[src/rtl/imem_boot_loader_pkg.sv]
// Shared types for the instruction-memory boot loader: FSM states and the
// length-header geometry.
package imem_loader_pkg;

    typedef enum logic [2:0] {
        S_LEN0,
        S_LEN1,
        S_DATA,
        S_CSUM,
        S_DONE,
        S_ERR
    } state_e;

    localparam int HDR_BYTES = 2;
    localparam int LEN_W     = 8 * HDR_BYTES;

    // The byte stream is consumed only while a frame is in flight.
    function automatic logic accepts_bytes(input state_e s);
        return (s == S_LEN0) || (s == S_LEN1) || (s == S_DATA) || (s == S_CSUM);
    endfunction

endpackage

[src/rtl/imem_boot_loader_word_packer.sv]
// Assembles four little-endian bytes into a 32-bit word and emits a one-cycle
// registered word_valid strobe together with the held word.
module word_packer (
    input  logic        clk,
    input  logic        rst,
    input  logic        clr,
    input  logic        byte_valid,
    input  logic [7:0]  byte_in,
    output logic        last_lane,
    output logic        word_valid,
    output logic [31:0] word
);

    logic [1:0]  lane_q,       lane_d;
    logic [23:0] shreg_q,      shreg_d;
    logic [31:0] word_q,       word_d;
    logic        word_valid_q, word_valid_d;

    assign last_lane  = (lane_q == 2'd3);
    assign word_valid = word_valid_q;
    assign word       = word_q;

    always_comb begin
        lane_d       = lane_q;
        shreg_d      = shreg_q;
        word_d       = word_q;
        word_valid_d = 1'b0;
        if (clr) begin
            lane_d  = 2'd0;
            shreg_d = 24'd0;
        end else if (byte_valid) begin
            // Newest byte enters at the top so byte 0 ends up in bits [7:0].
            lane_d  = lane_q + 2'd1;
            shreg_d = {byte_in, shreg_q[23:8]};
            if (last_lane) begin
                word_valid_d = 1'b1;
                word_d       = {byte_in, shreg_q};
            end
        end
    end

    always_ff @(posedge clk) begin
        if (!rst) begin
            lane_q       <= 2'd0;
            shreg_q      <= 24'd0;
            word_q       <= 32'd0;
            word_valid_q <= 1'b0;
        end else begin
            lane_q       <= lane_d;
            shreg_q      <= shreg_d;
            word_q       <= word_d;
            word_valid_q <= word_valid_d;
        end
    end

endmodule

[src/rtl/imem_boot_loader.sv]
// Fills instruction memory from a framed byte stream (length, data, XOR
// checksum) and releases the core from reset once the image verifies.
module imem_boot_loader
    import imem_loader_pkg::*;
#(
    parameter int ADDR_W    = 10,
    parameter int MAX_WORDS = 1024
) (
    input  logic              clk,
    input  logic              rst,
    input  logic              in_valid,
    input  logic [7:0]        in_data,
    output logic              in_ready,
    input  logic              load_req,
    output logic              mem_we,
    output logic [ADDR_W-1:0] mem_addr,
    output logic [31:0]       mem_wdata,
    output logic              cpu_rst_n,
    output logic              done,
    output logic              err
);

    state_e              state_q,    state_d;
    logic [7:0]          len_lo_q,   len_lo_d;
    logic [LEN_W-1:0]    len_q,      len_d;
    logic [ADDR_W-1:0]   widx_q,     widx_d;
    logic [7:0]          xor_q,      xor_d;
    logic [ADDR_W-1:0]   mem_addr_q, mem_addr_d;
    logic                done_q,     done_d;
    logic                err_q,      err_d;
    logic                crst_n_q,   crst_n_d;

    logic                xfer;
    logic                data_xfer;
    logic                pk_clr;
    logic                pk_last_lane;
    logic                pk_word_valid;
    logic [31:0]         pk_word;
    logic [LEN_W-1:0]    n_rx;
    logic                n_too_big;
    logic                word_last;

    assign in_ready  = accepts_bytes(state_q);
    assign xfer      = in_valid & in_ready;
    assign data_xfer = xfer && (state_q == S_DATA);
    assign n_rx      = {in_data, len_lo_q};
    assign n_too_big = (32'(n_rx) > 32'(MAX_WORDS));
    // Compared in 32 bits so the final index of a full-size image cannot wrap.
    assign word_last = ((32'(widx_q) + 32'd1) == 32'(len_q));

    word_packer u_packer (
        .clk        (clk),
        .rst        (rst),
        .clr        (pk_clr),
        .byte_valid (data_xfer),
        .byte_in    (in_data),
        .last_lane  (pk_last_lane),
        .word_valid (pk_word_valid),
        .word       (pk_word)
    );

    always_comb begin
        state_d    = state_q;
        len_lo_d   = len_lo_q;
        len_d      = len_q;
        widx_d     = widx_q;
        xor_d      = xor_q;
        mem_addr_d = mem_addr_q;
        pk_clr     = 1'b0;
        case (state_q)
            S_LEN0: begin
                if (xfer) begin
                    len_lo_d = in_data;
                    state_d  = S_LEN1;
                end
            end
            S_LEN1: begin
                if (xfer) begin
                    len_d = n_rx;
                    if (n_rx == '0)     state_d = S_CSUM;
                    else if (n_too_big) state_d = S_ERR;
                    else                state_d = S_DATA;
                end
            end
            S_DATA: begin
                if (xfer) begin
                    xor_d = xor_q ^ in_data;
                    if (pk_last_lane) begin
                        // Address is latched here so it lines up with the packer's strobe.
                        mem_addr_d = widx_q;
                        widx_d     = widx_q + 1'b1;
                        if (word_last) state_d = S_CSUM;
                    end
                end
            end
            S_CSUM: begin
                if (xfer) state_d = (in_data == xor_q) ? S_DONE : S_ERR;
            end
            S_DONE, S_ERR: begin
                if (load_req) begin
                    state_d = S_LEN0;
                    widx_d  = '0;
                    xor_d   = 8'd0;
                    pk_clr  = 1'b1;
                end
            end
            default: state_d = S_LEN0;
        endcase
        done_d   = (state_d == S_DONE);
        err_d    = (state_d == S_ERR);
        crst_n_d = (state_d == S_DONE);
    end

    always_ff @(posedge clk) begin
        if (!rst) begin
            state_q    <= S_LEN0;
            len_lo_q   <= 8'd0;
            len_q      <= '0;
            widx_q     <= '0;
            xor_q      <= 8'd0;
            mem_addr_q <= '0;
            done_q     <= 1'b0;
            err_q      <= 1'b0;
            crst_n_q   <= 1'b0;
        end else begin
            state_q    <= state_d;
            len_lo_q   <= len_lo_d;
            len_q      <= len_d;
            widx_q     <= widx_d;
            xor_q      <= xor_d;
            mem_addr_q <= mem_addr_d;
            done_q     <= done_d;
            err_q      <= err_d;
            crst_n_q   <= crst_n_d;
        end
    end

    assign mem_we    = pk_word_valid;
    assign mem_addr  = mem_addr_q;
    assign mem_wdata = pk_word;
    assign cpu_rst_n = crst_n_q;
    assign done      = done_q;
    assign err       = err_q;

endmodule

[config.mk]
export PLATFORM = sky130hd
export DESIGN_NAME = imem_boot_loader
export DESIGN_NICKNAME = d
export VERILOG_FILES = /design/src/rtl/imem_boot_loader_pkg.sv /design/src/rtl/imem_boot_loader_word_packer.sv /design/src/rtl/imem_boot_loader.sv
export SDC_FILE = /design/constraint.sdc
export NUM_CORES = 1
export LEC_CHECK = 0
export ABC_AREA = 1
export CAP_MARGIN = 10
export CORE_UTILIZATION = 35
export DETAILED_ROUTE_END_ITERATION = 6
export SLEW_MARGIN = 15
export SYNTH_ARGS = -nofsm -noshare
export SYNTH_HDL_FRONTEND = slang
export SYNTH_SLANG_ARGS = --single-unit
export TNS_END_PERCENT = 10
[constraint.sdc]
create_clock -name clk -period 2.6 [get_ports clk]
set_clock_uncertainty 0.1 [all_clocks]
set_input_delay 0.52 -clock clk [delete_from_list [all_inputs] [get_ports clk]]
set_output_delay 0.52 -clock clk [all_outputs]
set_load 0.01 [all_outputs]
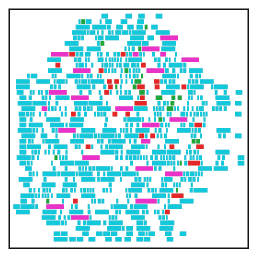
Run 1: cells by drive strength
(2 px per um)
[cyan] x1 and smaller | cells: 640 | most used: nor2_1
[red] x3 and x4 | cells: 28 | most used: buf_4
[green] x2 | cells: 22 | most used: nand2_2
[magenta] x6 and larger | cells: 22 | most used: clkbuf_16

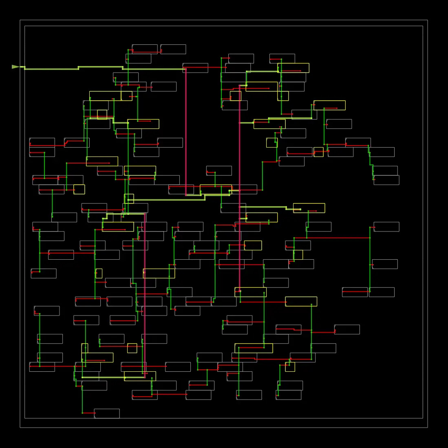
Run 1: clock routing
FF+latch count: 116
Clock Sink Count: 116

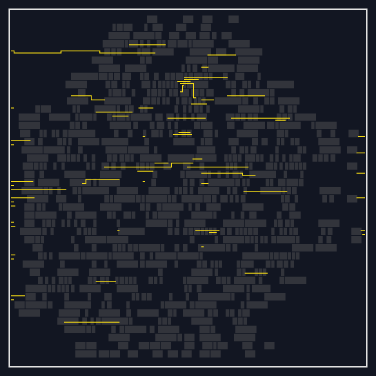
Run 1: metal 3
(3 px per um)
share of all routed wire: 3.5%
nets with wire on the layer: 43
main direction: horizontal
longest straight run: 22.3 um
wire length on this layer: 427 um

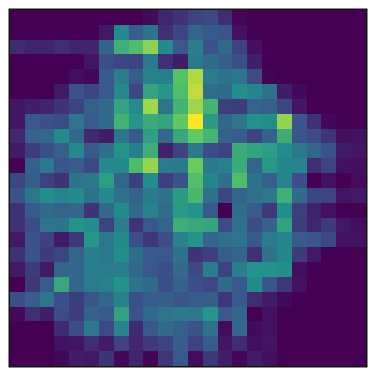
Run 1: wiring heat map
(3 px per um) 24 x 24 tiles, from dark purple (low) to yellow (high), scaled to the fullest tile. Values are wire area over tile area, all layers added.
mean over tiles: 0.13
fullest tile: 0.56
nearly empty tiles: 23%
tiles over half the peak: 10%
mean routed wirelength per cell: 13.6 um
all-layer global routing usage: 18.0%
detailed-route via count: 4303

==> impl_metrics.tcl, run 1 <==
# yosys + openroad results
set metrics [dict create \
    mi_logic_area_sq_um 2110 \
    io_buffer_count 58 \
    clkTransAtPathRegs_ns 0.05 \
    layout_setup_ws_ns 0.501 \
    final.fill_count 1369 \
    finalCritPeriodShare_pct 80.7 \
    detail_route.drc_violations 0 \
    synth.logic.top_family "simple AND/OR/NAND/NOR gates" \
    slew_viol_final 0 \
    layout.cells.largest_class "flip-flops and latches" \
    sequential_fraction_of_the_synthesis_area_pct 48.7 \
    grtUsageMet2_pct 31.1 \
    synth.distinct_cells 28 \
    n_all_buffers 72 \
    area_fraction_in_and_or_nand_and_nor_cells_after_synthesis_pct 24.8 \
    timing.critical_path.from "state_q[2]" \
    yosysChipArea_sq_um 4770 \
    run_status "finished, final reports clean" \
    wirelength_um 12100 \
    ctsRootBufferMaster "sky130_fd_sc_hd__clkbuf_16" \
    routedLengthMet1_um 5370 \
    power.clock.total_mw 2.20 \
    inserted_clock_buffers 17 \
    power-top-group "clock" \
    post-layout-total-power_mw 4.25 \
    dr_wl_met3_um 426 \
    power_frac_comb_pct 5.1 \
    path_max_fanout 5 \
    layout.nonclk_buf_share_pct 11.2 \
    cts_post_setup_buffers_inserted 0 \
    number_of_flip_flops_under_the_largest_register_name 32 \
    hold_path_end "xor_q[5]" \
    internal_power_mw 3.23 \
    initial_core_util_pct 36.0 \
    worstMarginPinSlew_ns 0.781 \
    post_synth_fa_ha_maj_area_fraction_pct 0.525 \
    power.switching_mw 1.02 \
    detailed_place_hpwl_um 8210 \
    fin_util_pct 46.0 \
    clock_tree_from_tritoncts "done" \
    route.antenna.remaining_nets 0 \
    data_required_critical_path_ns 1.98 \
    avgViaCountPerCell 4.85 \
    place_congestion 0.881 \
    num_io_pins 59 \
    worst_setup_path_endpoint "in_ready" \
    period_minus_slack_ns 2.10 \
    leakage_nw 2.51 \
    final_hold_fails 0 \
    area.share.combinational_pct 34.7 \
    post_synth_instance_area_sq_um 4770 \
    synthesis.nets 655 \
    final.hold.worst_slack_ns 0.374 \
    layout.cell_area.non_filler_sq_um 6090 \
    synth_cells 641 \
    ff2ff_path_depth 10 \
    top_layer_used "met4" \
    num-nonclk-inverters 49 \
    drt_first_iter_violations 222 \
    cts_htree_levels 4 \
    cts_repair_resize_count 0 \
    tns_ns 0 \
    cp-end-kind "output pin" \
    final_non_filler_cell_total 888 \
    gr-total-overflow 0 \
    placed_area_sq_um 5520 \
    postCtsHoldBufs 0 \
    routed-wl-met2_um 6100 \
    ir_drop_mv 0.338 \
    final_layout_top_logic_cell "sky130_fd_sc_hd__nor2_1" \
    regToRegStartpoint "widx_q[0]" \
    clock.latency.late_pin_ns 0.41 \
    synthXorXnorAreaFrac_pct 1.47 \
    n_clock_buffer 18 \
    postSynth.asyncResetShare_pct 0 \
    drive_gt1_share_pct 10.1 \
]
==> run 1: synthesized netlist by cell type, drive strengths merged, types with 4 or more instances <==
| cell | count | area [sq um] |
|---|---|---|
| inv | 48 | 180 |
| buf | 13 | 75.1 |
| nor2 | 138 | 543 |
| or2 | 6 | 37.5 |
| nand3 | 31 | 208 |
| dfxtp | 116 | 2320 |
| nand3b | 5 | 37.5 |
| clkbuf | 20 | 75.1 |
| nand2 | 85 | 332 |
| a21oi | 65 | 325 |
| nand4 | 4 | 25.0 |
| xnor2 | 6 | 52.6 |
| o21ai | 97 | 489 |
==> run 1: critical path, cell delays in order (launching register included) <==
cell and delay [ns]:
sky130_fd_sc_hd__dfxtp_1 0.40, sky130_fd_sc_hd__clkinv_2 0.16, sky130_fd_sc_hd__clkdlybuf4s50_1 0.51
Run 1, placed cells, one colour a class:
(4 px per um)
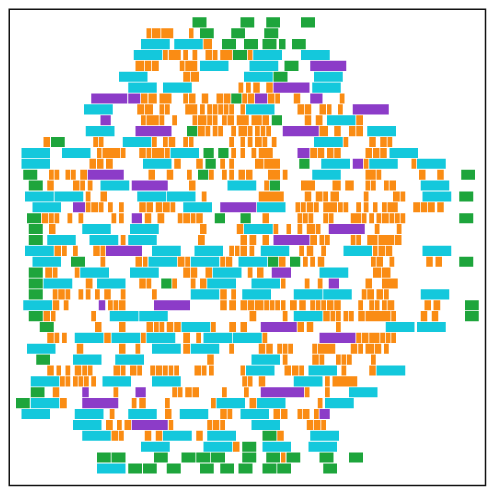

--- run 2 (diff from run 1) ---
==> constraint.sdc (replaced) <==
create_clock -name clk -period 1.8 [get_ports clk]
set_clock_uncertainty 0.1 [all_clocks]
set_input_delay 0.36 -clock clk [delete_from_list [all_inputs] [get_ports clk]]
set_output_delay 0.36 -clock clk [all_outputs]
set_load 0.01 [all_outputs]
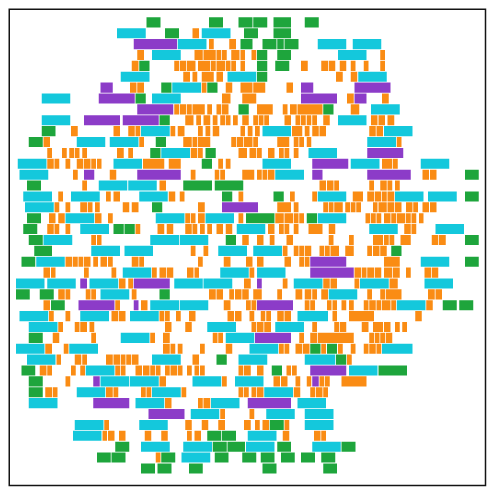
Run 2: placed cells, one colour a class
(4 px per um)
[cyan] sequential cells | cells: 116 | share of their area: 38%
[orange] remaining logic cells | cells: 492 | share of their area: 38%
[green] remaining buffers and delay cells | cells: 90 | share of their area: 14%
[purple] clock drivers and dummy loads | cells: 32 | share of their area: 10%
Core Util, Final: 48.2%
Std-Cell Core Area: 13200 sq um
FP Rows: 42

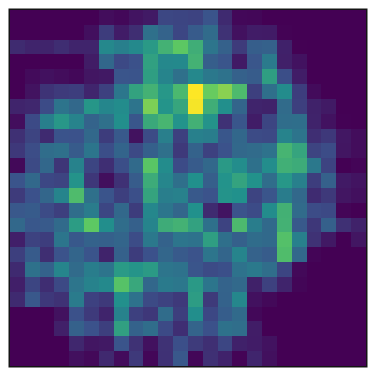
Run 2: wiring heat map
(3 px per um) 24 x 24 tiles, from dark purple (low) to yellow (high), scaled to the fullest tile. Values are wire area over tile area, all layers added.
emptiest ninth of the die: bottom right
tiles over half the peak: 11%
densest ninth of the die: top middle
mean over tiles: 0.13
fullest tile: 0.56
nearly empty tiles: 21%

==> run 2 against run 1 <==
- clock power rose by 65%
- core utilization rose by 2.2 points
- worst setup slack got worse by 0.46 ns
- combinational power rose by 59%
- critical path depth fell by 1
- critical path type unchanged
- die area did not move
==> impl_metrics.tcl, run 2 <==
# yosys + openroad results
set metrics [dict create \
    finalCritPeriodShare_pct 97.8 \
    hold_path_end "widx_q[1]" \
    final.fill_count 1348 \
    power.switching_mw 1.42 \
    crit_slowest_cell "sky130_fd_sc_hd__clkdlybuf4s50_1" \
    ys_ff 116 \
    final_layout_top_logic_cell "sky130_fd_sc_hd__nor2_1" \
    place_congestion 0.877 \
    layout.cell_area.non_filler_sq_um 6380 \
    vias 4258 \
    area_fraction_in_and_or_nand_and_nor_cells_after_synthesis_pct 24.8 \
    flops 116 \
    synth.distinct_cells 28 \
    number_of_flip_flops_under_the_largest_register_name 32 \
    netlist_top_cells_area "sky130_fd_sc_hd__dfxtp_1 (49%), sky130_fd_sc_hd__nor2_1 (10%), sky130_fd_sc_hd__o21ai_0 (10%)" \
    leakage_nw 2.73 \
    synth_largest_type_area_fraction_pct 48.7 \
    tns_ns 0 \
    top_layer_used "met4" \
    clock_tree_from_tritoncts "done" \
    ctsRootBufferMaster "sky130_fd_sc_hd__clkbuf_16" \
    share_clk_of_total_power_pct 54.8 \
    ff2ff_path_depth 10 \
    timing.critical_path.from "mem_addr[9]" \
    ys_top_cells_by_count "sky130_fd_sc_hd__nor2_1 (132), sky130_fd_sc_hd__dfxtp_1 (116), sky130_fd_sc_hd__o21ai_0 (95)" \
    data_required_critical_path_ns 1.34 \
    detailed_place_hpwl_um 8680 \
    period_minus_slack_ns 1.76 \
    layout.cells.largest_class "flip-flops and latches" \
    io_buffer_count 58 \
    area_growth_pct 33.9 \
    synth.logic.top_family "simple AND/OR/NAND/NOR gates" \
    fmax_ghz 0.568 \
    detail_route.drc_violations 0 \
    num-nonclk-inverters 49 \
    cts_post_setup_buffers_inserted 0 \
    power-top-group "clock" \
    power_frac_comb_pct 5.3 \
    placed_area_sq_um 5700 \
    num_io_pins 59 \
    slew_viol_final 0 \
    path_max_fanout 2 \
    routed-wl-met2_um 6070 \
    post-place-cells 873 \
    cp-end-kind "output pin" \
    route.antenna.remaining_nets 0 \
    worstMarginPinSlew_ns 0.477 \
    grt_antenna_before_repair 0 \
    gr-total-overflow 0 \
    cts_htree_levels 4 \
    dr_wl_met3_um 428 \
    yosysTopAreaCell "sky130_fd_sc_hd__dfxtp_1" \
    routed_wire_length_per_instance_um 13.6 \
    postCtsHoldBufs 0 \
    n_all_buffers 90 \
    post_synth_fa_ha_maj_area_fraction_pct 0.525 \
    synthesis.nets 655 \
    routedLengthMet1_um 5780 \
    netlist.top_cell.by_instances "sky130_fd_sc_hd__nor2_1" \
    clkSinkCount 116 \
    critPathBufInv 1 \
    postSynth.asyncResetShare_pct 0 \
    grtUsageMet2_pct 30.6 \
    drt_first_iter_violations 248 \
    power.clock.total_mw 3.64 \
    worst-setup-path-type "reg -> out" \
    final_non_filler_cell_total 906 \
    layout.nonclk_buf_share_pct 13.7 \
    initial_core_util_pct 36.0 \
    n_clock_buffer 19 \
    sequential_fraction_of_the_synthesis_area_pct 48.7 \
    die_h_um 119 \
    clockBufferDepth 2 \
    wirelength_um 12300 \
    post_synth_instance_area_sq_um 4770 \
    clkTransAtPathRegs_ns 0.05 \
    yosys.area_share.aoi_pct 17.4 \
    ir_drop_mv 0.592 \
    internal_power_mw 5.21 \
    warnings 27 \
    final_hold_fails 0 \
    cp_cell_sequence "clkdlybuf4s50_1" \
    layout_setup_ws_ns 0.0390 \
    drive_gt1_share_pct 13.3 \
    combinationalPower_uw 349 \
    critPathMaxStageDelay_ns 0.56 \
    final.hold.worst_slack_ns 0.233 \
    run_status "finished, final reports clean" \
    mi_logic_area_sq_um 2140 \
    synth_cells 641 \
    critical-path-top-delay-family "buffers and inverters" \
    avgViaCountPerCell 4.70 \
    post-layout-total-power_mw 6.63 \
    worst_ep_arrival_time_ns 1.30 \
    all_layer_global_routing_usage_pct 18.2 \
    grt_start_max_net_pins 39 \
    worstSetupStartpointType "register" \
    area.share.combinational_pct 33.5 \
    nWellTaps 176 \
    regToRegStartpoint "u_packer.lane_q[0]" \
    power_density_over_cell_area_nw_per_um2 1040 \
    yosysChipArea_sq_um 4770 \
    cts_repair_resize_count 1 \
    synthXorXnorAreaFrac_pct 1.47 \
]
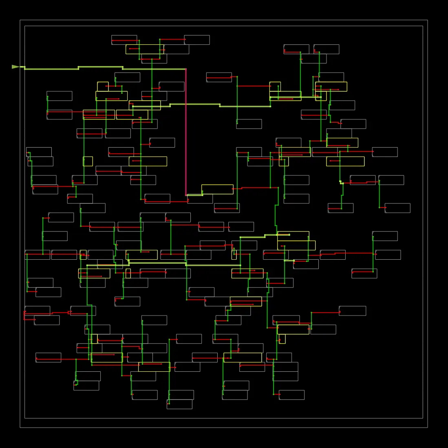
Run 2: clock routing
clock network latency to the later pin of the worst-skew pair: 0.41 ns
Inserted Clock Buffers: 17

[run 2: netlist changes by cell type in the layout (fill, tap and decap cells not counted), sizes merged]
| cell | before | now |
|---|---|---|
| bufinv | 1 | 5 |
| clkdlybuf4s50 | 57 | 52 |
| clkbuf | 18 | 19 |
| dlymetal6s2s | 0 | 4 |
| clkinv | 5 | 6 |
| dlygate4sd2 | 0 | 1 |
| buf | 15 | 33 |
| inv | 51 | 49 |
| clkinvlp | 6 | 2 |
[run 2: worst max-delay path by stage]
stage | to | slack (ns) | cells after the start
final | mem_addr[9] | 0.04 | 1
after global routing | cpu_rst_n | -0.02 | 12
after CTS | cpu_rst_n | 0.002 | 1
after detailed placement | cpu_rst_n | -0.29 | 10
after global placement | u_packer.word[9] | -0.21 | 6
after floorplan | cpu_rst_n | 0.13 | 12
No activity file was given, so power comes from the tool's default toggle rates.
